===== src/rtl/pe_border_seq.sv =====
// pe_border_seq: edge sequencer that drives the strobes of the west/north border PE
module pe_border_seq #(
   parameter int IWIDTH = 8,
   parameter int CWIDTH = 16
) (
   input  logic              clk,
   input  logic              rst_n,
   input  logic              start,
   input  logic [CWIDTH-1:0] num_mac,
   input  logic              w_sign,
   input  logic [IWIDTH-2:0] w_abs,
   input  logic              ifm_valid,
   input  logic [IWIDTH-1:0] ifm_data,
   output logic              ifm_ready,
   output logic              en_i,
   output logic              clr_i,
   output logic              en_w,
   output logic              clr_w,
   output logic              en_o,
   output logic              clr_o,
   output logic              mac_done,
   output logic [IWIDTH-1:0] ifm,
   output logic              wght_sign,
   output logic [IWIDTH-2:0] wght_abs,
   output logic              busy,
   output logic              done
);
   typedef enum logic [2:0] {IDLE, LDW, WAIT_I, ISSUE, MUL, FIN} state_t;
   state_t            state, state_n;
   logic [IWIDTH-2:0] wcnt, wcnt_n;
   logic [CWIDTH-1:0] mcnt, mcnt_inc, num_q;
   logic              win_end;
   assign win_end   = &wcnt;
   assign mcnt_inc  = mcnt + CWIDTH'(1);
   assign wcnt_n    = (state == MUL) ? wcnt + (IWIDTH-1)'(1) : '0;
   assign ifm_ready = (state == WAIT_I);
   // next-state decode; the window end decides between another activation and job end
   always_comb begin
      state_n = state;
      case (state)
         IDLE:    if (start) state_n = (num_mac == '0) ? FIN : LDW;
         LDW:     state_n = WAIT_I;
         WAIT_I:  if (ifm_valid) state_n = ISSUE;
         ISSUE:   state_n = MUL;
         MUL:     if (win_end) state_n = (mcnt_inc == num_q) ? FIN : WAIT_I;
         FIN:     state_n = IDLE;
         default: state_n = IDLE;
      endcase
   end
   // state and multiply-window counter; the window counter idles at zero outside MUL
   always_ff @(posedge clk or negedge rst_n) begin
      if (!rst_n) begin
         state <= IDLE;
         wcnt  <= '0;
      end else begin
         state <= state_n;
         wcnt  <= wcnt_n;
      end
   end
   // job parameters latched on an accepted start, MAC count advanced at each window end
   always_ff @(posedge clk or negedge rst_n) begin
      if (!rst_n) begin
         num_q     <= '0;
         mcnt      <= '0;
         wght_sign <= 1'b0;
         wght_abs  <= '0;
      end else if (state == IDLE && start) begin
         num_q     <= num_mac;
         mcnt      <= '0;
         wght_sign <= w_sign;
         wght_abs  <= w_abs;
      end else if (state == MUL && win_end) begin
         mcnt <= mcnt_inc;
      end
   end
   // activation register, loaded on the stream handshake and held through the window
   always_ff @(posedge clk or negedge rst_n) begin
      if (!rst_n) ifm <= '0;
      else if (state == WAIT_I && ifm_valid) ifm <= ifm_data;
   end
   // strobes are registered from the next state so they line up with the state they belong to
   always_ff @(posedge clk or negedge rst_n) begin
      if (!rst_n) begin
         en_i     <= 1'b0;
         clr_i    <= 1'b0;
         en_w     <= 1'b0;
         clr_w    <= 1'b0;
         en_o     <= 1'b0;
         clr_o    <= 1'b0;
         mac_done <= 1'b0;
         busy     <= 1'b0;
         done     <= 1'b0;
      end else begin
         en_i     <= (state_n == ISSUE);
         clr_i    <= (state_n == MUL) && (&wcnt_n);
         en_w     <= (state_n == LDW);
         clr_w    <= (state_n == FIN);
         en_o     <= (state_n == MUL);
         clr_o    <= (state_n == LDW);
         mac_done <= (state_n == MUL) && (&wcnt_n);
         busy     <= (state_n != IDLE);
         done     <= (state_n == FIN);
      end
   end
endmodule


===== config.mk =====
export PLATFORM = sky130hd
export DESIGN_NAME = pe_border_seq
export DESIGN_NICKNAME = d
export VERILOG_FILES = /design/src/rtl/pe_border_seq.sv
export SDC_FILE = /design/constraint.sdc
export NUM_CORES = 1
export LEC_CHECK = 0
export CELL_PAD_IN_SITES_DETAIL_PLACEMENT = 0
export CELL_PAD_IN_SITES_GLOBAL_PLACEMENT = 2
export CORE_MARGIN = 2
export CORE_UTILIZATION = 33
export CTS_CLUSTER_SIZE = 24
export DETAILED_ROUTE_END_ITERATION = 8
export PLACE_DENSITY_LB_ADDON = 0.1
export SLEW_MARGIN = 10
export SYNTH_ARGS = -nofsm -noshare
export SYNTH_HDL_FRONTEND = slang
export SYNTH_SLANG_ARGS = --single-unit

===== constraint.sdc =====
create_clock -name clk -period 3.2 [get_ports clk]
set_clock_uncertainty 0.15 [all_clocks]
set_input_delay 0.32 -clock clk [delete_from_list [all_inputs] [get_ports clk]]
set_output_delay 0.32 -clock clk [all_outputs]
set_load 0.02 [all_outputs]

Wires at chosen ports, followed through buffers:
Scale bar: 20 µm.
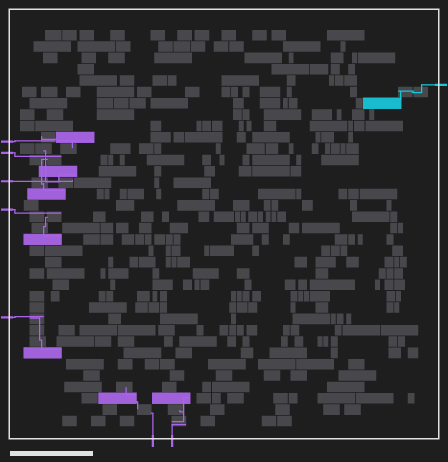
mac_done: shown in cyan, direction output, edge right, end cells 1, buffers 1, wire 13.4 µm. wght_abs: shown in purple, direction output, edge 5 left, 2 bottom, end cells 7, buffers 7, wire 159 µm.

Zoomed window:
Scale bar: 10 µm. Window x 13 to 38, y 13 to 38 µm. Cells in grey, sequential cells in the stronger grey; small squares are vias.
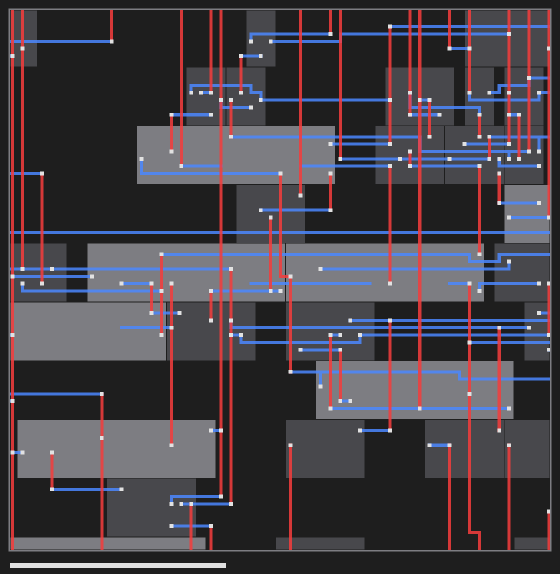
M1: shown in blue. M2: shown in red.
Netlist names of flops here include num_q (5), mcnt (1). 26 logic cells have their middle in the window. Sequential cells in the window: 6. Most frequent: dfrtp_1 (6), mux2_2 (5).

Routing congestion:
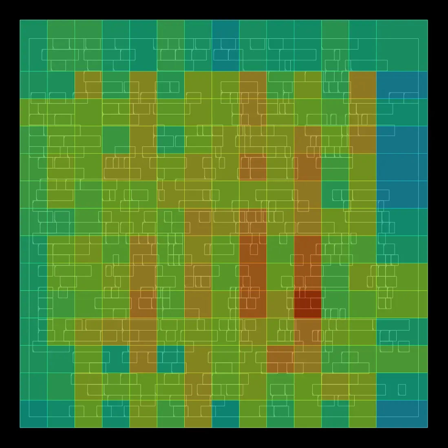
met1 Use GR: 0.227
Global Route met3 Usage: 0.0373

Selected gate families:
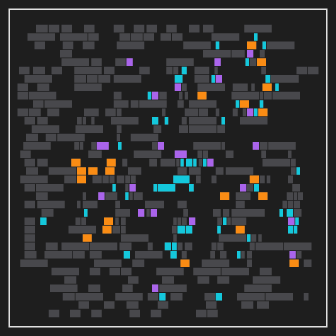
xor and xnor cells: shown in orange, cells 21, most used xnor2_1. and/or cells: shown in purple, cells 21. nor cells: shown in cyan, cells 48, most used nor2_1.

==> summary.txt <==
The flow run is done. The run finished, with violations left. The checks that failed: negative hold slack. Area after detailed placement landed at 3960 µm². The post-CTS hold buffer count recorded in the log is 0. By instance count, the leading cell after synthesis is dfrtp_1.

Worst slack on hold paths landed at -0.0219 ns. The post-route report lists met1 wire length as between 3 and 4 mm. dfrtp_1 takes more of the synthesized area than any other cell. Following the worst setup path forward leads to its endpoint at state[1]$_DFF_PN0_. In this run the worst path has a maximum fanout of 6. The later pin in the worst-skew pair is clocked with a latency of roughly 0.34 ns. The wire length recorded after detailed routing is roughly 8 mm. Yosys stat cell total landed at about 310. Number of buffers inserted by port buffering landed at 61. The layout has 3 inverters outside the clock class.

Yosys reports that the most numerous cell types are 64 x dfrtp_1, 33 x mux2_2, 29 x nor2_1, 27 x o21ai_0, 26 x nand2_1. Power of the clock network landed at 0.705 mW. Xor and xnor area share after synthesis landed at 0.0573.

There are around 64 flip-flops and latches. Met2 wire length landed at around 3.7 mm. Maximum clock path buffer count landed at 2.

Entering global routing, the biggest net connects 44 pins. Area of the placeable core landed at approximately 9300 µm². Share of cells above drive strength 1 landed at 0.176. The synthesized netlist has a Yosys-reported chip area of approximately 3200 µm². In the global route stage, met2 resource usage came out at 0.257. The last timing report of the flow puts the setup violation total at 0.

The layout has 66 buffers outside the clock class. Of all power groups, the one with the highest power is sequential cells. The initial antenna violation count came to 0.

Sum of met3 wire segment lengths after detailed routing landed at between 200 and 300 µm. After synthesis, the share of cell area in mux cells is 0.119. Per the GRT congestion report, total overflow comes to 0. The filler cells instantiated in the layout total 913. Combinational share of cell area landed at 0.371. The path class of the tightest hold or removal check is in -> async.

Looking at the clock tree report, the root buffer type is clkbuf_8. Non-clock buffering overhead in the final layout landed at 0.155. Average cell area after synthesis landed at between 10 and 15 µm². Per the cell usage report, the commonest logic cell in the layout is dfrtp_1.

From left edge to right edge, the die measures between 100 and 150 µm. Final worst-path setup slack landed at between 0.4 and 0.5 ns. Area of the mapped netlist landed at ~3200 µm². Per the layout area report, the combinational gate area comes to between 1500 and 2000 µm². Final-report hold violation count landed at roughly 40.

The design received a total of approximately 130 well taps at floorplan. Clock-pin slew reported for the worst setup and hold paths after clock tree synthesis landed at roughly 0.07 ns.
Power is estimated from default activity; no workload was simulated.
